Run 1, port wiring:
Scale: 4 px per um.
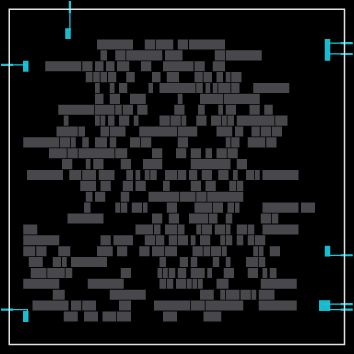
Run 1, clock wiring as the flow saved it:
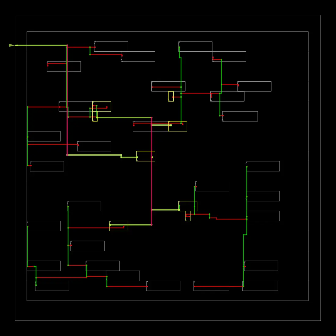
Run 1, clock wires, drivers and flops:
Scale: 6 px per um.
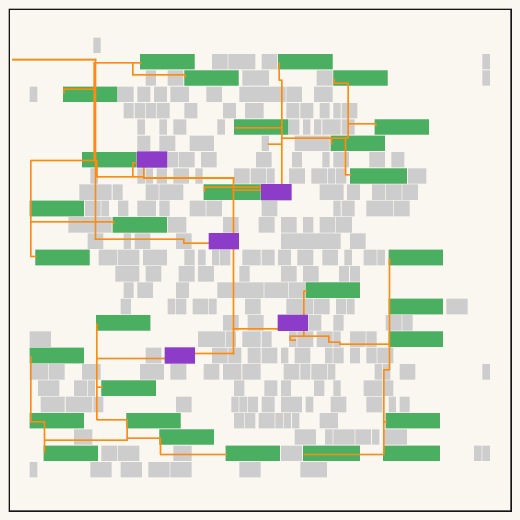
Run 1, signal wires on met2:
Scale: 6 px per um. Cells faint in the background.
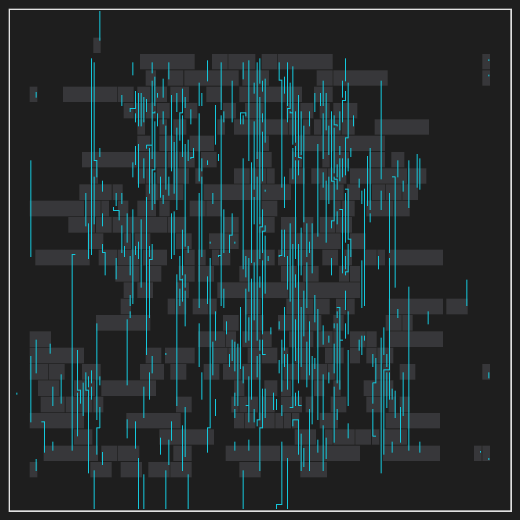
File: src/rtl/pll_rst_seq.sv
// pll_rst_seq: PLL RESETB driver and staged logic-reset sequencer.
//
// Sequence: hold the PLL in reset, wait for lock (with timeout and retry),
// require a run of consecutive lock cycles, then release N active-high
// domain resets lowest index first, STAGE_GAP cycles apart. Losing lock,
// or a software request, restarts the sequence.
//
// Optional feature macro: PLL_RST_SEQ_LOSS_CNT_EN
//   defined   -> loss_cnt counts lock losses seen in RUN (saturating at 255)
//   undefined -> loss_cnt is tied to zero and has no flops
//
// The FSM state register 'state' is a plain typed signal so checkers can
// bind to it hierarchically.
//
// Handshakes: none. sw_rst_req is a single-cycle request pulse sampled on
// every clk edge; pll_lock is asynchronous and only used after synchronising.
module pll_rst_seq #(
  parameter int PLL_RST_CYCLES     = 16,
  parameter int LOCK_STABLE_CYCLES = 256,
  parameter int LOCK_TIMEOUT       = 65535,
  parameter int STAGE_GAP          = 8,
  parameter int N_DOMAINS          = 2
) (
  input  logic                 clk,
  input  logic                 rst_n,
  input  logic                 pll_lock,
  input  logic                 sw_rst_req,
  output logic                 pll_reset_n,
  output logic [N_DOMAINS-1:0] rst_out,
  output logic                 ready,
  output logic [3:0]           retry_cnt,
  output logic [7:0]           loss_cnt
);

  // Counter must hold the largest terminal value of any timed state.
  localparam int MAX_AB  = (PLL_RST_CYCLES > LOCK_STABLE_CYCLES) ? PLL_RST_CYCLES : LOCK_STABLE_CYCLES;
  localparam int MAX_CD  = (LOCK_TIMEOUT > STAGE_GAP) ? LOCK_TIMEOUT : STAGE_GAP;
  localparam int MAX_CYC = (MAX_AB > MAX_CD) ? MAX_AB : MAX_CD;
  localparam int CNT_W   = $clog2(MAX_CYC + 1);

  // Terminal counts: a state lasting K cycles exits when cnt == K-1.
  localparam logic [CNT_W-1:0] PRC_LAST     = CNT_W'(PLL_RST_CYCLES - 1);
  localparam logic [CNT_W-1:0] TIMEOUT_LAST = CNT_W'(LOCK_TIMEOUT - 1);
  localparam logic [CNT_W-1:0] STABLE_LAST  = CNT_W'(LOCK_STABLE_CYCLES - 1);
  localparam logic [CNT_W-1:0] GAP_LAST     = CNT_W'(STAGE_GAP - 1);
  localparam logic [CNT_W-1:0] CNT_ONE      = CNT_W'(1);

  localparam logic [N_DOMAINS-1:0] ALL_ONES = {N_DOMAINS{1'b1}};

  typedef enum logic [2:0] {
    ST_PLL_RST   = 3'd0,
    ST_WAIT_LOCK = 3'd1,
    ST_STABLE    = 3'd2,
    ST_RELEASE   = 3'd3,
    ST_RUN       = 3'd4
  } state_t;

  state_t               state;
  logic [CNT_W-1:0]     cnt;
  logic                 lock_meta;
  logic                 lock_s;
  logic [N_DOMAINS-1:0] rst_shift;

  // Releasing the next domain is a left shift: the lowest still-set bit
  // clears and already-cleared bits stay clear, so bits never glitch low
  // out of order. An all-zero result means the last domain just released.
  assign rst_shift = rst_out << 1;

  // Two-flop synchroniser for the asynchronous PLL lock indication.
  always_ff @(posedge clk or negedge rst_n) begin
    if (!rst_n) begin
      lock_meta <= 1'b0;
      lock_s    <= 1'b0;
    end else begin
      lock_meta <= pll_lock;
      lock_s    <= lock_meta;
    end
  end

  // Main sequencer: state, shared counter and all registered outputs.
  always_ff @(posedge clk or negedge rst_n) begin
    if (!rst_n) begin
      state       <= ST_PLL_RST;
      cnt         <= '0;
      pll_reset_n <= 1'b0;
      rst_out     <= ALL_ONES;
      ready       <= 1'b0;
      retry_cnt   <= 4'h0;
    end else if (sw_rst_req && (state != ST_PLL_RST)) begin
      // Software restart wins over every other transition and never
      // bumps the retry counter.
      state       <= ST_PLL_RST;
      cnt         <= '0;
      pll_reset_n <= 1'b0;
      rst_out     <= ALL_ONES;
      ready       <= 1'b0;
    end else begin
      case (state)
        ST_PLL_RST: begin
          if (cnt == PRC_LAST) begin
            state       <= ST_WAIT_LOCK;
            cnt         <= '0;
            pll_reset_n <= 1'b1;
          end else begin
            cnt <= cnt + CNT_ONE;
          end
        end

        ST_WAIT_LOCK: begin
          if (lock_s) begin
            state <= ST_STABLE;
            cnt   <= '0;
          end else if (cnt == TIMEOUT_LAST) begin
            state       <= ST_PLL_RST;
            cnt         <= '0;
            pll_reset_n <= 1'b0;
            if (retry_cnt != 4'hF) begin
              retry_cnt <= retry_cnt + 4'h1;
            end
          end else begin
            cnt <= cnt + CNT_ONE;
          end
        end

        ST_STABLE: begin
          // A single dropped lock cycle restarts the qualification window
          // without pulsing the PLL reset.
          if (!lock_s) begin
            state <= ST_WAIT_LOCK;
            cnt   <= '0;
          end else if (cnt == STABLE_LAST) begin
            cnt     <= '0;
            rst_out <= rst_shift;
            if (rst_shift == '0) begin
              state <= ST_RUN;
              ready <= 1'b1;
            end else begin
              state <= ST_RELEASE;
            end
          end else begin
            cnt <= cnt + CNT_ONE;
          end
        end

        ST_RELEASE: begin
          if (!lock_s) begin
            state       <= ST_PLL_RST;
            cnt         <= '0;
            pll_reset_n <= 1'b0;
            rst_out     <= ALL_ONES;
          end else if (cnt == GAP_LAST) begin
            cnt     <= '0;
            rst_out <= rst_shift;
            if (rst_shift == '0) begin
              state <= ST_RUN;
              ready <= 1'b1;
            end
          end else begin
            cnt <= cnt + CNT_ONE;
          end
        end

        ST_RUN: begin
          // Counter holds here; RUN has no timeout.
          if (!lock_s) begin
            state       <= ST_PLL_RST;
            cnt         <= '0;
            pll_reset_n <= 1'b0;
            rst_out     <= ALL_ONES;
            ready       <= 1'b0;
          end
        end

        default: begin
          state       <= ST_PLL_RST;
          cnt         <= '0;
          pll_reset_n <= 1'b0;
          rst_out     <= ALL_ONES;
          ready       <= 1'b0;
        end
      endcase
    end
  end

`ifdef PLL_RST_SEQ_LOSS_CNT_EN
  // Lock-loss counter; counts even when a software request arrives on the
  // same edge, since the loss itself still happened.
  always_ff @(posedge clk or negedge rst_n) begin
    if (!rst_n) begin
      loss_cnt <= 8'h00;
    end else if ((state == ST_RUN) && !lock_s && (loss_cnt != 8'hFF)) begin
      loss_cnt <= loss_cnt + 8'h01;
    end
  end
`else
  assign loss_cnt = 8'h00;
`endif

endmodule

File: config.mk
export PLATFORM = sky130hd
export DESIGN_NAME = pll_rst_seq
export DESIGN_NICKNAME = d
export VERILOG_FILES = /design/src/rtl/pll_rst_seq.sv
export SDC_FILE = /design/constraint.sdc
export NUM_CORES = 1
export LEC_CHECK = 0
export ABC_CLOCK_PERIOD_IN_PS = 2000
export CAP_MARGIN = 10
export CORE_MARGIN = 3
export CORE_UTILIZATION = 30
export DETAILED_ROUTE_END_ITERATION = 16
export PLACE_DENSITY = 0.47
export SLEW_MARGIN = 5
export SYNTH_ARGS = -nofsm -noshare
export SYNTH_HDL_FRONTEND = slang
export SYNTH_SLANG_ARGS = --single-unit
File: constraint.sdc
create_clock -name clk -period 2 [get_ports clk]
set_input_delay 0.4 -clock clk [delete_from_list [all_inputs] [get_ports clk]]
set_output_delay 0.4 -clock clk [all_outputs]
set_load 0.02 [all_outputs]
==> impl_metrics.ini, run 1 <==
; flow metrics
[cts]
cts_hold_buffers = 0
clk_pin_slew_ns = 0.06
cts_max_level = 2
cts_tree = built
cts_max_path_buffers = 2
cts.sinks = 29
root_buffer = clkbuf_8

[die]
die_x_um = 83.4
initCoreUtil = 0.319
coreArea_mm2 = 0.00564
num_rows = 27
chipArea_mm2 = 0.00696

[setup_path]
r2r_setup_slack_ns = -0.05
worstPathMaxFanout = 5
crit_arrival_ns = 2.22
cp_cell_sequence = inv_1 > ha_2 > nand4_1 > or4_4 > a22oi_4 > and2_4 > o21ai_2 > a22o_1
cp-start-kind = flop
critical-path-slowest-cell = or4_4
cp.required_ns = 2.17
cp-end-kind = flop
critPathTopFamily = simple AND/OR/NAND/NOR gates

[timing]
clock_skew_ns = 0.00275
setup_viol = 5
totalNegativeSetupSlack_ns = -0.0970
hold_viol = 0
finalCriticalPeriod_ns = 2.05
rsz0062_at_grt = true
fin_ws_ns = -0.0482
maxSlewViolCount = 0
fmax_ghz = 0.488

[yosys]
ys_cells = 204
avgSynthCellArea_um2 = 8.81
yosysUniqueCellTypes = 53
async_reset_ff_frac = 1.00
synth-edff-count = 0
ff_type = dfrtp_1
netlist_area_mm2 = 0.00180
ys_seq_frac = 0.405

[power]
pwr_density_cell_mw_per_mm2 = 947
power_frac_comb = 0.499
p_total_mw = 2.44
p_leak_nw = 1.20
seqPwrFrac = 0.309
intPower_mw = 1.50
irDropWorstVdd_mv = 0.431
switching_share = 0.385

[placed_design]
gp_congestion = 0.787
dp.cells = 335
hpwl_um = 3580
placed_area_mm2 = 0.00236

[status]
violations = negative setup slack
status = finished with violations

[detailed_routing]
initialDrtViolationCount = 75
wire_per_inst_um = 14.0
viasPerCell = 4.93
drt_pass1_iterations = 6
drcViolationCount = 0

[layout]
diodes = 0
final_layout_top_logic_cells = 59 x buf_4, 25 x dfrtp_1, 20 x nand2_1
nNetsFinal = 281
layoutNonFillerInstCount = 347
syn_to_final_growth_pct = 43.1

[global_routing]
grt.overflow.total = 0
grt_pass1_wl_um = 8300
first_global_vias = 1720
grt_use_total = 0.147
grt_max_degree = 30

[min_path]
hp-class = flop to flop

[flow_run]
cap_violations = 0
## Picture notes: 'port wiring'
- `loss_cnt`: cyan (bits 8; direction output; edge 5 right, 2 left, 1 top; end cells 8; buffers 0; wire 35.5 um)
io pins: 20
IO buf count: 11

## Picture notes: 'clock wiring as the flow saved it'
Num CTS Buffers: 5
Flops: 29

## Picture notes: 'clock wires, drivers and flops'
- flip-flops: green (count 29)
- clock drivers: purple (count 5)
- clock wires: orange (length 488 um)
- flops lie: spread over the die
- routed clock nets: 6
clock power share: 0.192
clk_lat worst skew: 0.28 ns

## Picture notes: 'signal wires on met2'
- share of all routed wire: 45%
- main direction: vertical
grt met2 use: 0.230
DRT Wirelength: 4850 um
vias: 1711

-- run 1: synthesized netlist by cell type, types with 2 or more instances --
cell,number,area [um^2]
a211oi_1,2,15.0
a21o_1,3,22.5
a21oi_1,9,45.0
a31oi_1,8,50.1
a41oi_1,2,17.5
and3_1,3,18.8
and3b_1,2,17.5
and4_1,2,17.5
buf_4,8,60.1
clkbuf_1,6,22.5
dfrtp_1,27,676
dfstp_2,2,52.6
ha_1,3,37.5
inv_1,7,26.3
nand2_1,22,82.6
nand3_1,16,80.1
nand4_1,8,50.1
nor2_1,13,48.8
nor2b_1,2,12.5
nor3_1,5,25.0
nor4_1,2,12.5
nor4_2,2,25.0
o211ai_1,2,15.0
o21ai_0,14,70.1
o21ai_1,2,10.0
o31ai_1,4,30.0
xnor2_1,2,17.5
-- run 1: state kept, by name (all words and copies together) (netlist names) --
signal       count
cnt             16
lock_meta        1
lock_s           1
pll_reset_n      1
ready            1
retry_cnt        4
rst_out          2
state            3
-- run 1: stage by stage --
stage / hold slack (ns) / utilization / setup slack (ns)
detailed placement: 0.342 / 0.418 / -0.169
floorplan: 0.104 / - / 0.00237
finish: 0.356 / 0.456 / -0.0482
global route: 0.368 / 0.456 / -0.202
CTS: 0.357 / 0.439 / -0.0575
global placement: 0.332 / 0.418 / -0.162
-- run 1: repair_timing --
action / 4_1_cts / 5_1_grt
endpoints found under the hold margin: 0 / 0
pin swaps: 1 / 13
setup endpoints to repair: 20 / 27
buffers inserted: 1 / 3
gates resized: 9 / 20
-- run 1: area by class of cell --
| type | instances | area, um^2 |
|---|---|---|
| clock buffer | 8 | 80.1 |
| fill | 576 | 3070 |
| inverter | 7 | 26.3 |
| multi-input combinational | 158 | 1060 |
| sequential | 29 | 731 |
| tap | 72 | 90.1 |
| timing repair buffer | 73 | 587 |
-- run 1: power by group through the flow --
stage | Combinational [mW] | Clock, mW | Sequential, mW
after floorplan | 0.623 | 0 | 0.756
after global placement | 1.05 | 0 | 0.764
after CTS | 1.13 | 0.493 | 0.750
after global routing | 1.35 | 0.518 | 0.772
after detailed placement | 1.05 | 0 | 0.762
final | 1.21 | 0.469 | 0.753
-- run 1: final timing paths --
check,endpoint,startpoint,depth (start not counted)
setup reg to reg,cnt[11]$_DFFE_PN0N_,cnt[0]$_DFFE_PN0N_,8
hold reg to reg,lock_s$_DFF_PN0_,lock_meta$_DFF_PN0_,0
min in group asynchronous,retry_cnt[3]$_DFFE_PN0P_,rst_n,2
setup / recovery,cnt[11]$_DFFE_PN0N_,cnt[0]$_DFFE_PN0N_,8
hold / removal,lock_s$_DFF_PN0_,lock_meta$_DFF_PN0_,0
max in group asynchronous,rst_out[0]$_DFFE_PN1P_,rst_n,2
-- run 1: metal layers --
layer,up-vias,GRT usage,wire (um)
li1,881,-,-
met1,807,0.205,2490
met2,16,0.230,2180
met3,7,0.0298,113
met4,0,0.0395,59
met5,-,0,0
-- run 1: kinds of logic after synthesis --
group	share of synthesized area
AND/OR/NAND/NOR	0.255
AND-OR/OR-AND	0.213
flip-flops	0.405
buffers and inverters	0.0717
adder cells (fa/ha/maj)	0.0209
XOR/XNOR	0.0146
multiplexers	0.0181
other	0.00209
Run 1, placement by cell class:
Scale: 4 px per um. Fill, decap, tap and diode cells in grey.
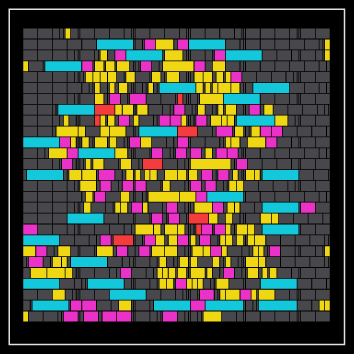

==> inputs of run 2 (changes only) <==
Settings changed: PLACE_DENSITY 0.47 to default.
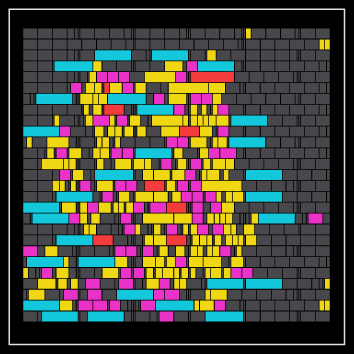
Run 2: placement by cell class
Scale: 4 px per um. Fill, decap, tap and diode cells in grey.
- remaining buffers and delay cells: magenta (cells 73; share of their area 23%)
- sequential cells: cyan (cells 29; share of their area 29%)
- clock drivers and dummy loads: red (cells 8; share of their area 4.5%)
- combinational and other logic: yellow (cells 165; share of their area 44%)
Seq/total area: 0.276
design area: 0.00265 mm^2

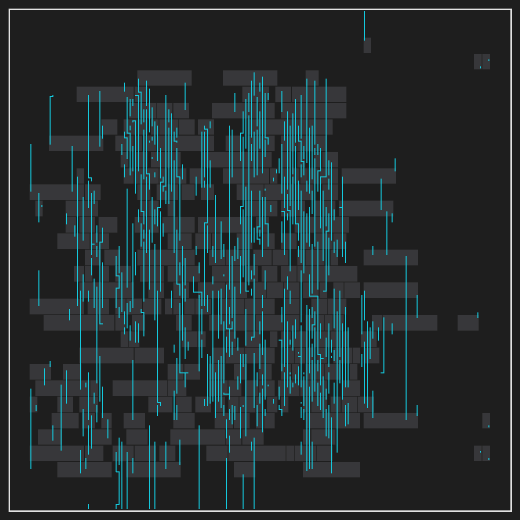
Run 2: signal wires on met2
Scale: 6 px per um. Cells faint in the background.
- nets with wire on the layer: 238
- main direction: vertical
- share of all routed wire: 46%
- wire length on this layer: 2310 um
DRT Wirelength: 5000 um
grt met2 use: 0.225
vias: 1788

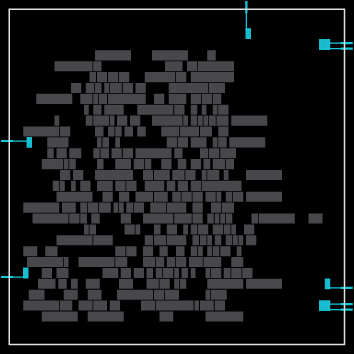
Run 2: port wiring
Scale: 4 px per um.
- `loss_cnt`: cyan (bits 8; direction output; edge 5 right, 2 left, 1 top; end cells 8; buffers 0; wire 36.3 um)

==> impl_metrics.ini, run 2 <==
; flow metrics
[setup_path]
cp-end-kind = flop
critPathTopFamily = simple AND/OR/NAND/NOR gates
cp.required_ns = 2.15
worstPathMaxFanout = 7
critical-path-slowest-cell = or4_4
r2r_setup_slack_ns = -0.05
crit_arrival_ns = 2.20
cp-start-kind = flop

[yosys]
yosysUniqueCellTypes = 53
top_cell = dfrtp_1
aoi_share = 0.213
async_reset_ff_frac = 1.00
ys_sh_mux = 0.0181
ff_type = dfrtp_1
yosysTopAreaCell = dfrtp_1
netlist_area_mm2 = 0.00180
ys_top_cells_by_count = 27 x dfrtp_1, 22 x nand2_1, 16 x nand3_1
synth-edff-count = 0
synthTopCellsByArea = dfrtp_1 38%, nand2_1 4.6%, nand3_1 4.5%, o21ai_0 3.9%, buf_4 3.3%
simple_gate_share = 0.255
ys_seq_frac = 0.405
synth.cellmix.adderShare = 0.0209
synthXorXnorAreaFrac = 0.0146
synthTopLogicFamily = simple AND/OR/NAND/NOR gates

[layout]
largest_register_ffs = 16
nNetsFinal = 281
top_register = cnt
top_regs = cnt x16, retry_cnt x4, state x3
syn_to_final_growth_pct = 47.6
fillers = 511
diodes = 0

[cts]
cts.sinks = 29
cts_max_level = 2
root_buffer = clkbuf_8
clk_pin_slew_ns = 0.07
cts_hold_buffers = 0
cts_tree = built
clkLatencyLatePin_ns = 0.28

[power]
intPower_mw = 1.67
irDropWorstVdd_mv = 0.475
pwr_density_cell_mw_per_mm2 = 999
power_frac_comb = 0.478
switching_share = 0.370
p_leak_nw = 1.22
clockPowerShare = 0.242

[die]
die_x_um = 83.4
initCoreUtil = 0.319
io_pins = 20
chipArea_mm2 = 0.00696
coreArea_mm2 = 0.00564
num_rows = 27

[placed_design]
gp_congestion = 0.857
port_buffers = 11
hpwl_um = 3500

[timing]
setup_viol = 7
fin_ws_ns = -0.0468
totalNegativeSetupSlack_ns = -0.173
finalCriticalPeriod_ns = 2.05
hold_viol = 0
clock_skew_ns = 0.00807
hold_slack_ns = 0.345
fmax_ghz = 0.489

[flow_run]
cap_violations = 0

[detailed_routing]
initialDrtViolationCount = 128
drt_pass1_iterations = 4
viasPerCell = 5.15
wire_per_inst_um = 14.4
drcViolationCount = 0
ant_nets = 0

[global_routing]
grt_pass1_wl_um = 8150
grt.overflow.total = 0
first_global_vias = 1669
grt_max_degree = 30

[status]
violations = negative setup slack
status = finished with violations

[min_path]
hp-class = flop to flop
## run 2: per-stage QoR
stage | std cells | setup slack, ns | power [mW] | instance area (um^2)
2_1_floorplan | 211 | 0.00237 | 1.38 | 1820
3_3_place_gp | 332 | -0.112 | 1.80 | 2330
3_5_place_dp | 332 | -0.165 | 1.81 | 2330
4_1_cts | 343 | -0.0548 | 2.51 | 2510
5_1_grt | 347 | -0.148 | 2.82 | 2650
6_report | 347 | -0.0468 | 2.65 | 2650
## run 2: repair_timing
| action | in CTS | in global routing |
|---|---|---|
| pin swaps | 5 | 15 |
| gates resized | 6 | 33 |
| setup buffers | 3 | 4 |
| endpoints found under the setup margin | 19 | 23 |
## run 2: worst paths after layout
check                               startpoint                endpoint  depth (start not counted)
max reg2reg                 cnt[0]$_DFFE_PN0N_      cnt[9]$_DFFE_PN0N_                          9
min                        lock_meta$_DFF_PN0_        lock_s$_DFF_PN0_                          0
max in group asynchronous                rst_n  rst_out[0]$_DFFE_PN1P_                          2
min in group asynchronous                rst_n        lock_s$_DFF_PN0_                          2
max                         cnt[0]$_DFFE_PN0N_      cnt[9]$_DFFE_PN0N_                          9
min reg2reg                lock_meta$_DFF_PN0_        lock_s$_DFF_PN0_                          0
## run 2: power groups by stage
| stage | Combinational, mW | Clock [mW] | Sequential (mW) |
|---|---|---|---|
| after global placement | 1.05 | 0 | 0.751 |
| after global routing | 1.39 | 0.683 | 0.750 |
| after CTS | 1.12 | 0.659 | 0.737 |
| final | 1.27 | 0.641 | 0.741 |
| after floorplan | 0.623 | 0 | 0.756 |
| after detailed placement | 1.06 | 0 | 0.753 |
## run 2: cell type report
cell class / instances / area share
multi-input cells: 158 / 0.415
flip-flops and latches: 29 / 0.276
repair buffers: 73 / 0.221
well taps: 72 / 0.0339
clock buffers: 7 / 0.0325
clock inverters: 1 / 0.0113
inverters: 7 / 0.00990
## run 2: metal layers
metal,up-vias,GRT usage,share of wire,routed length (um)
met3,6,0.0268,0.046,228
met2,44,0.225,0.46,2310
met4,0,0.0482,0.014,68
met5,-,0,0,0
met1,854,0.195,0.48,2390
li1,884,-,-,-
## run 2: logic make-up (layout without fill, tap and decap cells)
group | count (synthesis) | count (layout)
AND/OR/NAND/NOR | 85 | 85
AND-OR/OR-AND | 56 | 56
flip-flops | 29 | 29
buffers and inverters | 24 | 88
adder cells (fa/ha/maj) | 3 | 3
XOR/XNOR | 3 | 3
multiplexers | 3 | 3
other | 1 | 8
No activity file was given, so power comes from the tool's default toggle rates.
